$ cat config.mk
export PLATFORM = sky130hd
export DESIGN_NAME = direct_decoder
export DESIGN_NICKNAME = d
export VERILOG_FILES = /design/src/rtl/direct_pkg.sv /design/src/rtl/direct_dec_sync_fsm.sv /design/src/rtl/direct_decoder.sv
export SDC_FILE = /design/constraint.sdc
export NUM_CORES = 1
export LEC_CHECK = 0
export CORE_MARGIN = 8
export CORE_UTILIZATION = 25
export DETAILED_ROUTE_END_ITERATION = 10
export GPL_ROUTABILITY_DRIVEN = 0
export PLACE_DENSITY = 0.62
export SLEW_MARGIN = 15
export SYNTH_ARGS = -nofsm -noshare
export SYNTH_HDL_FRONTEND = slang
export SYNTH_SLANG_ARGS = --single-unit
$ cat constraint.sdc
create_clock -name clk -period 1.45 [get_ports clk]
set_input_delay 0.2175 -clock clk [delete_from_list [all_inputs] [get_ports clk]]
set_output_delay 0.2175 -clock clk [all_outputs]
set_load 0.01 [all_outputs]
$ cat src/rtl/direct_pkg.sv
// Shared constants and types for the direct 12-bit codeword decoder.
// Codeword layout is {payload[7:0], marker[3:0]}.
package direct_pkg;

    localparam int CW_WIDTH     = 12;
    localparam int DATA_WIDTH   = 8;
    localparam int MARKER_WIDTH = 4;
    localparam logic [MARKER_WIDTH-1:0] MARKER = 4'b1010;

    typedef enum logic {
        SYNC_SEARCH = 1'b0,
        SYNC_LOCKED = 1'b1
    } sync_state_t;

    function automatic int max_int(input int a, input int b);
        return (a > b) ? a : b;
    endfunction

endpackage

$ cat src/rtl/direct_dec_sync_fsm.sv
// Marker-lock tracker: consecutive good markers lock, consecutive bad markers unlock.
// Advances only on accepted words; locked is the registered state.
module direct_dec_sync_fsm
    import direct_pkg::*;
#(
    parameter int LOCK_COUNT   = 3,
    parameter int UNLOCK_COUNT = 2
) (
    input  logic clk,
    input  logic rst_n,
    input  logic accept,
    input  logic bad_marker,
    output logic locked
);

    localparam int CNT_W = $clog2(max_int(LOCK_COUNT, UNLOCK_COUNT) + 1);
    localparam logic [CNT_W-1:0] LOCK_N   = CNT_W'(LOCK_COUNT);
    localparam logic [CNT_W-1:0] UNLOCK_N = CNT_W'(UNLOCK_COUNT);

    sync_state_t      state, state_next;
    logic [CNT_W-1:0] good_cnt, good_next;
    logic [CNT_W-1:0] bad_cnt, bad_next;

    always_ff @(posedge clk or negedge rst_n) begin
        if (!rst_n) begin
            state    <= SYNC_SEARCH;
            good_cnt <= '0;
            bad_cnt  <= '0;
        end else begin
            state    <= state_next;
            good_cnt <= good_next;
            bad_cnt  <= bad_next;
        end
    end

    always_comb begin
        state_next = state;
        good_next  = good_cnt;
        bad_next   = bad_cnt;
        if (accept) begin
            case (state)
                SYNC_SEARCH: begin
                    if (bad_marker) begin
                        good_next = '0;
                    end else if (good_cnt + CNT_W'(1) == LOCK_N) begin
                        state_next = SYNC_LOCKED;
                        good_next  = '0;
                        bad_next   = '0;
                    end else begin
                        good_next = good_cnt + CNT_W'(1);
                    end
                end
                SYNC_LOCKED: begin
                    if (!bad_marker) begin
                        bad_next = '0;
                    end else if (bad_cnt + CNT_W'(1) == UNLOCK_N) begin
                        state_next = SYNC_SEARCH;
                        good_next  = '0;
                        bad_next   = '0;
                    end else begin
                        bad_next = bad_cnt + CNT_W'(1);
                    end
                end
                default: state_next = SYNC_SEARCH;
            endcase
        end
    end

    assign locked = (state == SYNC_LOCKED);

endmodule

$ cat src/rtl/direct_decoder.sv
// Direct codeword decoder: strips the marker, flags bad markers, tracks lock.
// Optional saturating marker-error counter enabled by DIRECT_DEC_ERR_CNT_EN.
module direct_decoder
    import direct_pkg::*;
#(
    parameter int DATA_WIDTH    = direct_pkg::DATA_WIDTH,
    parameter int MARKER_WIDTH  = direct_pkg::MARKER_WIDTH,
    parameter logic [MARKER_WIDTH-1:0] MARKER = direct_pkg::MARKER,
    parameter int LOCK_COUNT    = 3,
    parameter int UNLOCK_COUNT  = 2,
    parameter int ERR_CNT_WIDTH = 16
) (
    input  logic                             clk,
    input  logic                             rst_n,
    input  logic                             in_valid,
    output logic                             in_ready,
    input  logic [DATA_WIDTH+MARKER_WIDTH-1:0] in_codeword,
    output logic                             out_valid,
    input  logic                             out_ready,
    output logic [DATA_WIDTH-1:0]            out_data,
    output logic                             out_marker_err,
`ifdef DIRECT_DEC_ERR_CNT_EN
    output logic [ERR_CNT_WIDTH-1:0]         err_count,
`endif
    output logic                             locked
);

    if (LOCK_COUNT < 1 || UNLOCK_COUNT < 1 || ERR_CNT_WIDTH < 1) begin : g_bad_params
        $error("direct_decoder: LOCK_COUNT, UNLOCK_COUNT and ERR_CNT_WIDTH must be >= 1");
    end

    logic accept;
    logic bad_marker;

    assign in_ready   = !out_valid || out_ready;
    assign accept     = in_valid && in_ready;
    assign bad_marker = (in_codeword[MARKER_WIDTH-1:0] != MARKER);

    // Single output register; in_ready lets it reload on the transfer cycle.
    always_ff @(posedge clk or negedge rst_n) begin
        if (!rst_n) begin
            out_valid      <= 1'b0;
            out_data       <= '0;
            out_marker_err <= 1'b0;
        end else if (accept) begin
            out_valid      <= 1'b1;
            out_data       <= in_codeword[DATA_WIDTH+MARKER_WIDTH-1:MARKER_WIDTH];
            out_marker_err <= bad_marker;
        end else if (out_ready) begin
            out_valid      <= 1'b0;
        end
    end

    direct_dec_sync_fsm #(
        .LOCK_COUNT   (LOCK_COUNT),
        .UNLOCK_COUNT (UNLOCK_COUNT)
    ) u_sync (
        .clk        (clk),
        .rst_n      (rst_n),
        .accept     (accept),
        .bad_marker (bad_marker),
        .locked     (locked)
    );

`ifdef DIRECT_DEC_ERR_CNT_EN
    always_ff @(posedge clk or negedge rst_n) begin
        if (!rst_n) begin
            err_count <= '0;
        end else if (accept && bad_marker && (err_count != '1)) begin
            err_count <= err_count + ERR_CNT_WIDTH'(1);
        end
    end
`endif

endmodule

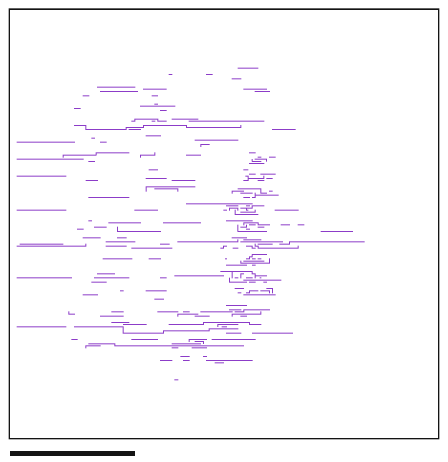
*The metal 1 layer, run 1*
Scale bar: 20 um.
The layer carries 662 um of wire. The wires run mostly horizontal. The longest straight run is 20.7 um. The layer holds 40% of the routed length.

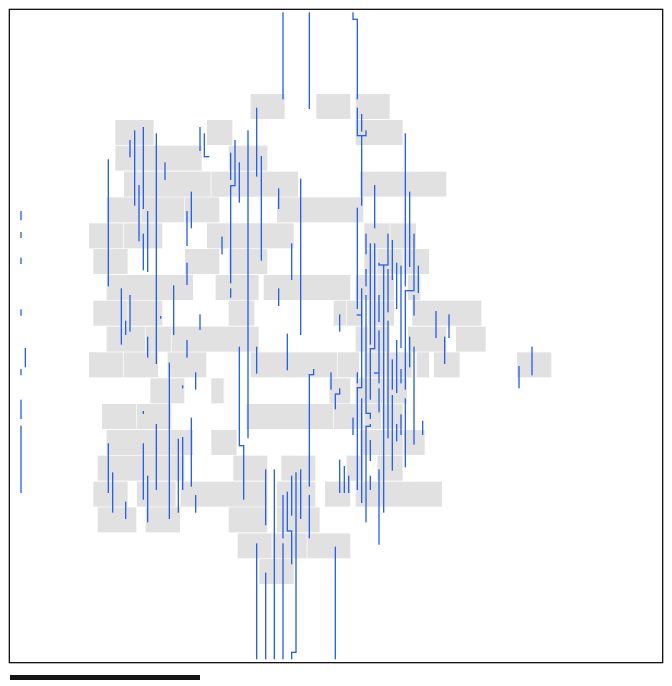
*Signal wires on met2, run 1*
Scale bar: 20 um.
96 nets have wire on it. The layer carries 792 um of wire. The longest straight run is 32.3 um.

==> summary.txt, run 1 <==
Most frequent cells in the layout: clkdlybuf4s50_1, dfrtp_1, mux2_2
Crit path launch: out_data[4]$_DFFE_PN0P_
Pleak: 0.479 nW
Sum Neg Setup Slack: 0 ps
CP cell instances: clkdlybuf4s50_1
Synth logic family: simple AND/OR/NAND/NOR gates
Post-synth EDFFs: 0
# Cells Yosys: 54
Metal2 WL: 791 um
Synth Register Bits: 15
Worst-Skew Late Latency: 280 ps
Syn_nets: 70
Clock sinks: 15
Power Total: 0.000941 W
Mapped Cells: 54
Setup crit end kind: output pin
Tool Warnings: 26
Sw frac: 24.5%
Floorplan Utilization: 25.8%
Synth area leader: dfrtp_1
Met2 Use GR: 11.0%
Period Utilization, post-route: 95.9%
Combinational power share: 24.7%
Routed wire length: 1650 um
Crit-path max FO: 2
R2r worst-path depth: 5
Post-CTS sizing: 1
Status: complete, no violations
# IOs: 28
Reg-to-Reg End: out_data[5]$_DFFE_PN0P_
Xor/xnor share: 0%
Clk_skew: 0.253 ps
Vias: 568
Total of max-cap violations: 0
Max Root-Sink Buffers: 2
GR Util All Layers: 7.42%
Critical path class: reg -> out
Routed Antenna Nets: 0
CTS Root Cell: clkbuf_4
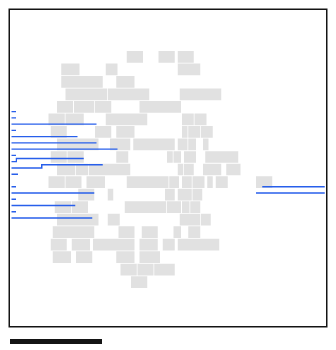
*Metal 3, run 1*
Scale bar: 20 um.
The wires run mostly horizontal. 19 nets have wire on it. The layer holds 12% of the routed length. The longest straight run is 22.8 um. The layer carries 192 um of wire.

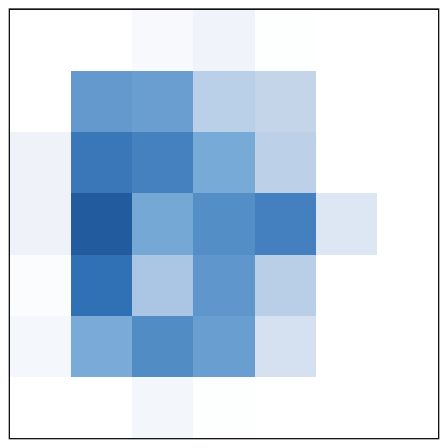
*Cell area per tile, run 1*
The die is cut into 7 by 7 equal tiles; white is low, dark blue is high, 0 to 100% covered.
The mean over all tiles is 22%. The fullest tile reaches 83%. 45% of the tiles are nearly empty. The densest ninth of the die: center.

-- run 1: area by class of cell --
cell class / instances / area (um2)
repair buffers: 33 / 334
inverters: 3 / 11.3
clock buffers: 4 / 26.3
flip-flops and latches: 15 / 375
multi-input cells: 35 / 295
fillers: 261 / 1610
well taps: 31 / 38.8
-- run 1: registers in the layout, summed over array words and instances (netlist names) --
name / flops
out_valid: 1
u_sync.locked: 1
u_sync.bad_cnt: 2
out_marker_err: 1
out_data: 8
u_sync.good_cnt: 2
-- run 1: per-stage QoR --
step | utilization [%] | setup slack [ps] | instances
finish | 40.2 | 58.7 | 121
global route | 40.2 | 0.227 | 121
CTS | 40.0 | 20.1 | 121
detailed placement | 39.0 | -168 | 117
global placement | 39.0 | -166 | 117
floorplan | - | 197 | 54
==> run 1 -> run 2 <==
--- a/config.mk
+++ b/config.mk
@@ -9,7 +9,6 @@
 export CORE_UTILIZATION = 25
 export DETAILED_ROUTE_END_ITERATION = 10
 export GPL_ROUTABILITY_DRIVEN = 0
-export PLACE_DENSITY = 0.62
 export SLEW_MARGIN = 15
 export SYNTH_ARGS = -nofsm -noshare
 export SYNTH_HDL_FRONTEND = slang
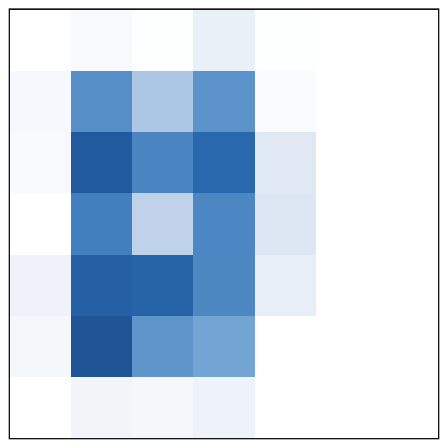
*Cell area per tile, run 2*
The die is cut into 7 by 7 equal tiles; white is low, dark blue is high, 0 to 100% covered.
Core Area: 2690 um2
Floorplan Utilization: 25.8%
final core utilization: 39.3%

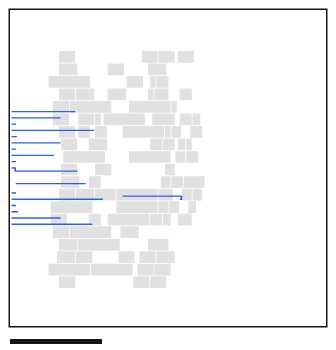
*Metal 3, run 2*
Scale bar: 20 um.
routed wire length: 1600 um
vias: 557

==> run 2 against run 1 <==
Effect of this change: clock power fell by 5%; routed wire length fell by 3.1%; synthesized cell count did not move; hold slack got worse by 2.0 ps; worst setup slack barely moved; sequential share of layout area rose by 0.82 points; fmax barely moved; non-clock buffer count fell by 1; first-iteration DRC count fell by 50%; global-route usage barely moved; largest power group unchanged.
==> summary.txt, run 2 <==
Status: complete, no violations
Sum Neg Setup Slack: 0 ps
Synth logic family: simple AND/OR/NAND/NOR gates
Period Utilization, post-route: 96.0%
Largest regs: out_data (8), u_sync.bad_cnt (2), u_sync.good_cnt (2)
Crit-path max FO: 2
Detailed placement HPWL: 1310 um
Seq/Total Area, Yosys: 54.2%
Met2 Use GR: 13.0%
Largest Register: out_data
Final setup violation count: 0
Xor/xnor share: 0%
Post-synth EDFFs: 0
Clk_skew: 5.76 ps
Power Total: 0.000921 W
# IOs: 28
Placed insts: 116
N_diodes: 0
1st-iter DRT viols: 6
Commonest cells in the netlist: dfrtp_1, mux2_2, o211ai_1
Pre-CTS worst setup slack: -183 ps
Worst-Skew Late Latency: 270 ps
Post-synthesis instance area: 693 um2
Register share of total power: 51.6%
Total of max-cap violations: 0
Worst R2R Start: out_valid$_DFFE_PN0P_
Most frequent cells in the layout: clkdlybuf4s50_1, dfrtp_1, mux2_2
Adders+Majority by Area: 0%
Chip Area, Yosys: 693 um2
Synth Register Bits: 15
Mapped Cells: 54
Max FFs per register: 8
Tool Warnings: 26
Die width: 68.7 um
CTS Hold Buffers Added: 0
GR Util All Layers: 7.45%
Routed Antenna Nets: 0
Post-Layout Cell Count: 120
Reg-to-Reg End: out_marker_err$_DFFE_PN0P_
Hold slack: 244 ps
# Cells Yosys: 54
Synth area leader: dfrtp_1
Metal2 WL: 797 um
Clock sinks: 15
Max Root-Sink Buffers: 2
Sw frac: 23.5%
R2r worst-path depth: 4
Area grow syn2layout: 52.3%
Critical path class: reg -> out
CTS Root Cell: clkbuf_4
PD cells: 872 nW/um2
CP cell instances: clkdlybuf4s50_1
Post-CTS sizing: 1
Pleak: 0.441 nW
# DRC: 0
Syn_nets: 70
Setup ws final: 58.5 ps
Combinational power share: 24.4%
Setup crit end kind: output pin
[run 2: cell counts after synthesis]
No cell type changed its count.
[run 2: final cells by class]
cell class / count / area (um2)
fill: 265 / 1630
sequential: 15 / 375
timing repair buffer: 32 / 309
multi-input combinational: 35 / 295
tap: 31 / 38.8
clock buffer: 4 / 26.3
inverter: 3 / 11.3
[run 2: how the worst max path moves through the flow]
stage / to / cells after the start / from
2_1_floorplan: out_data[0]$_DFFE_PN0P_ / 4 / out_valid$_DFFE_PN0P_
3_3_place_gp: in_ready / 4 / out_ready
4_1_cts: out_valid / 1 / out_valid$_DFFE_PN0P_
5_1_grt: out_data[7] / 1 / out_data[7]$_DFFE_PN0P_
6_report: out_valid / 1 / out_valid$_DFFE_PN0P_
3_5_place_dp: in_ready / 4 / out_ready
Power figures rest on the tool's default switching activity, not on a simulated workload.
